File: src/rtl/hs_dpath_ce_stream_adapter.sv
// rtl/hs_dpath_ce_stream_adapter.sv - credit-gated CE pipeline to valid/ready stream adapter
module hs_dpath_ce_stream_adapter #(
    parameter type DATA_TYPE = logic,
    parameter int  LATENCY   = 1,
    parameter int  DEPTH     = 4
) (
    input  logic                       clk,
    input  logic                       srst,
    input  logic                       s_valid,
    output logic                       s_ready,
    output logic                       pipe_ce,
    input  logic                       pipe_ce_out,
    input  DATA_TYPE                   pipe_dout,
    output logic                       m_valid,
    input  logic                       m_ready,
    output DATA_TYPE                   m_data,
    output logic [$clog2(DEPTH+1)-1:0] occupancy,
    output logic                       err_overflow
);
    localparam int CW = $clog2(DEPTH + 1);
    localparam int PW = $clog2(DEPTH);

    if (LATENCY < 1 || DEPTH < 2) begin : g_param_check
        $error("hs_dpath_ce_stream_adapter: LATENCY must be >= 1 and DEPTH >= 2");
    end

    DATA_TYPE        mem [DEPTH];
    logic [CW-1:0]   credits_q, credits_d;
    logic [CW-1:0]   occ_q, occ_d;
    logic [PW-1:0]   wr_ptr_q, wr_ptr_d;
    logic [PW-1:0]   rd_ptr_q, rd_ptr_d;
    logic            err_q, err_d;

    logic issue, pop, full, wr_en, overflow;

    function automatic logic [PW-1:0] ptr_inc(input logic [PW-1:0] p);
        return (p == PW'(DEPTH - 1)) ? '0 : p + 1'b1;
    endfunction

    assign s_ready      = (credits_q != '0) && !srst;
    assign issue        = s_valid && s_ready;
    assign pipe_ce      = issue;
    assign m_valid      = (occ_q != '0);
    assign pop          = m_valid && m_ready;
    assign full         = (occ_q == CW'(DEPTH));
    // A pop frees its slot on the same edge, so a write while full is fine if a pop coincides.
    assign wr_en        = pipe_ce_out && (!full || pop);
    assign overflow     = pipe_ce_out && full && !pop;
    assign m_data       = mem[rd_ptr_q];
    assign occupancy    = occ_q;
    assign err_overflow = err_q;

    always_comb begin
        credits_d = credits_q;
        occ_d     = occ_q;
        wr_ptr_d  = wr_ptr_q;
        rd_ptr_d  = rd_ptr_q;
        err_d     = err_q || overflow;

        if (issue && !pop) begin
            credits_d = credits_q - 1'b1;
        end else if (pop && !issue && credits_q != CW'(DEPTH)) begin
            credits_d = credits_q + 1'b1;
        end

        if (wr_en) begin
            wr_ptr_d = ptr_inc(wr_ptr_q);
        end
        if (pop) begin
            rd_ptr_d = ptr_inc(rd_ptr_q);
        end

        if (wr_en && !pop) begin
            occ_d = occ_q + 1'b1;
        end else if (pop && !wr_en) begin
            occ_d = occ_q - 1'b1;
        end
    end

    always_ff @(posedge clk) begin
        if (srst) begin
            credits_q <= CW'(DEPTH);
            occ_q     <= '0;
            wr_ptr_q  <= '0;
            rd_ptr_q  <= '0;
            err_q     <= 1'b0;
        end else begin
            credits_q <= credits_d;
            occ_q     <= occ_d;
            wr_ptr_q  <= wr_ptr_d;
            rd_ptr_q  <= rd_ptr_d;
            err_q     <= err_d;
        end
    end

    // Storage needs no reset: entries are only observed once occupancy marks them valid.
    always_ff @(posedge clk) begin
        if (wr_en && !srst) begin
            mem[wr_ptr_q] <= pipe_dout;
        end
    end

endmodule

File: config.mk
export PLATFORM = sky130hd
export DESIGN_NAME = hs_dpath_ce_stream_adapter
export DESIGN_NICKNAME = d
export VERILOG_FILES = /design/src/rtl/hs_dpath_ce_stream_adapter.sv
export SDC_FILE = /design/constraint.sdc
export NUM_CORES = 1
export LEC_CHECK = 0
export CORE_MARGIN = 1.5
export CORE_UTILIZATION = 51
export DETAILED_ROUTE_END_ITERATION = 16
export GPL_ROUTABILITY_DRIVEN = 0
export PLACE_DENSITY_LB_ADDON = 0.05
export SYNTH_ARGS = -nofsm -noshare
export SYNTH_HDL_FRONTEND = slang
export SYNTH_SLANG_ARGS = --single-unit
export TNS_END_PERCENT = 20
File: constraint.sdc
create_clock -name clk -period 2.7 [get_ports clk]
set_input_delay 0.54 -clock clk [delete_from_list [all_inputs] [get_ports clk]]
set_output_delay 0.54 -clock clk [all_outputs]
set_load 0.02 [all_outputs]
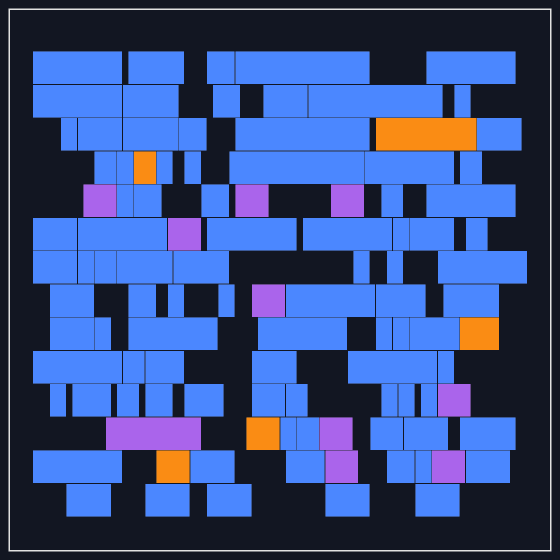
run_1/sizing.png
x2: drawn in orange, cells 5. x1 and smaller: drawn in blue, cells 90. x3 and x4: drawn in purple, cells 10.

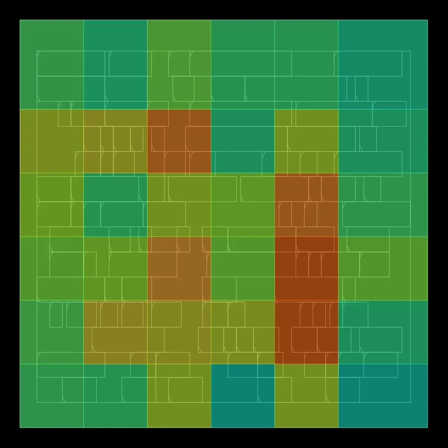
run_1/congestion_map.png
met1 track utilization from global routing: 0.1875
drt wl/cell: 11.39 µm
Global Route Usage Sum: 0.1728
GR met2 Demand/Resource: 0.3235

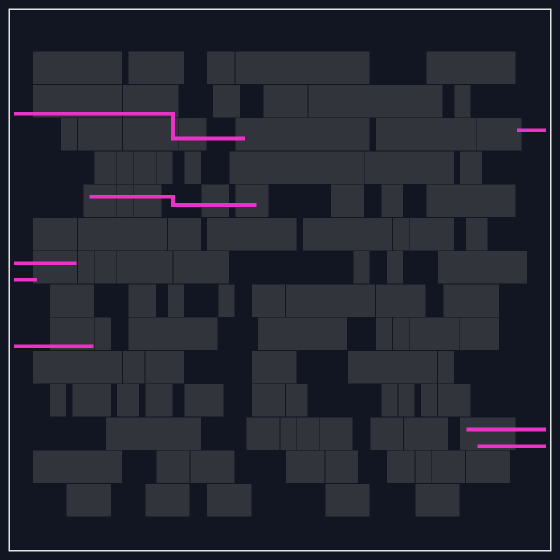
run_1/m3.png
Cells faint in the background.
The longest straight run is 12.9 µm. 8 nets have wire on it. The wires run mostly horizontal.
Routed Wire Length: 1.378 mm
total number of vias: 645

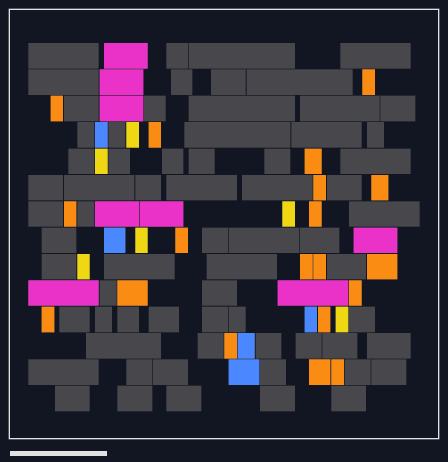
run_1/gates.png
Bar = 10 µm.
nor cells: drawn in orange, cells 19, most used nor2_1. nand cells: drawn in blue, cells 5, most used nand2_1. fa/ha/maj cells: drawn in magenta, cells 8, most used ha_1. inv cells: drawn in yellow, cells 6, most used inv_1.

==> results.rst <==
Run summary
-----------

.. list-table::
   :header-rows: 1

   * - Metric
     - Value
   * - Layout buffering overhead excluding clock cells
     - 0.1632
   * - Data required time of the critical path
     - between 2000 and 3000 ps
   * - Top cell area share
     - 0.3010
   * - Flip-flops with a built-in enable
     - 4
   * - Logic share of the area
     - 0.4230
   * - Ant. Diodes
     - 0
   * - Vias per cell
     - 5.331
   * - Start of the worst register-to-register path
     - occupancy[0]
   * - Total Die Area
     - 1951 µm²
   * - Reg power frac
     - 0.395
   * - Gate family responsible for the most delay along the worst path
     - simple AND/OR/NAND/NOR gates
   * - Count of final hold-check violations
     - 0
   * - Share of synthesized registers carrying an async set or reset
     - 0
   * - Topmost layer with routed signal wires
     - met3
   * - Met3 routed wirelength
     - 60 µm
   * - CP Cell Sequence
     - clkdlybuf4s50_1 > nor2b_1 > nor2b_2 > nand2_1 > fa_1 > or3_2 > a311o_1
   * - Worst-Margin Slew
     - 432.0 ps
   * - Resized Gates After CTS
     - 0
   * - Most frequent cells in the layout
     - 14 x nor2_1, 13 x dfxtp_1, 12 x clkdlybuf4s50_1
   * - GR Util met3
     - 0.06122
   * - Sequential fraction of the synthesis area
     - 0.4399
   * - Cells in synth_stat.txt
     - between 80 and 90
   * - Critical path capture point type
     - flop
   * - Reported sequential group power
     - just under 0.4 mW
   * - Dominant combinational cell family by area after synthesis
     - simple AND/OR/NAND/NOR gates
   * - Total count of max-transition violations in the final report
     - 0
   * - Endpoint of the worst setup timing path
     - credits_q[2]
   * - Latency at later pin
     - 280 ps
   * - Largest driver fanout on the critical path
     - 2
   * - Pint
     - 0.6155 mW
   * - Number of sinks on the clock net
     - 17
   * - Most popular library cell in the synthesized design by count
     - nor2_1
   * - Hold bufs inserted after CTS
     - 0
   * - Via count of the first global-routing pass
     - 624
   * - Met1 layer wirelength in the final routing
     - 615 µm
   * - Xor/xnor share
     - 0.02026
   * - Post-detailed-placement half-perimeter wirelength
     - around 1.1 mm
   * - CTS Root Cell
     - clkbuf_4
   * - # Taps
     - 16
   * - Run status
     - finished clean
   * - Num CTS Buffers
     - 3
   * - Comb_multi_in
     - 59
   * - Net Sw Frac
     - 0.3779
   * - Clock-cell share of area
     - 0.02529
   * - Number of clock buffers in the layout
     - 3
   * - Leakage
     - 0.4729 nW
   * - Number of non-filler instances in the completed layout
     - 121
   * - Worst path max stage delay
     - 470 ps
   * - Clk pwr share
     - 0.134
   * - Average cell area after synthesis
     - 10.42 µm²
   * - Worst Path Class, Setup
     - primary input to flop
   * - Critical hold path startpoint
     - err_overflow
   * - Critical register-to-register path endpoint
     - occupancy[2]
   * - Least setup slack across all paths after layout
     - 246.2 ps
   * - Post-route clock skew
     - 0.5787 ps
   * - Cells on worst reg2reg path
     - 9
   * - Die Wd
     - 44.18 µm
   * - Most common library cell in the layout ignoring fill and taps
     - nor2_1
   * - Post-synthesis cell type with the largest combined area
     - dfxtp_1
   * - Setup crit start kind
     - primary input
   * - Sequential cell area share
     - 0.3494
   * - Drt first-iter violations
     - 8
   * - Flops & latches, synth
     - 17
   * - Switching pwr
     - ~0.37 mW
   * - Core Area
     - between 1500 and 2000 µm²
   * - RSZ-0062 raised after global routing
     - no
Power is estimated from default activity; no workload was simulated.
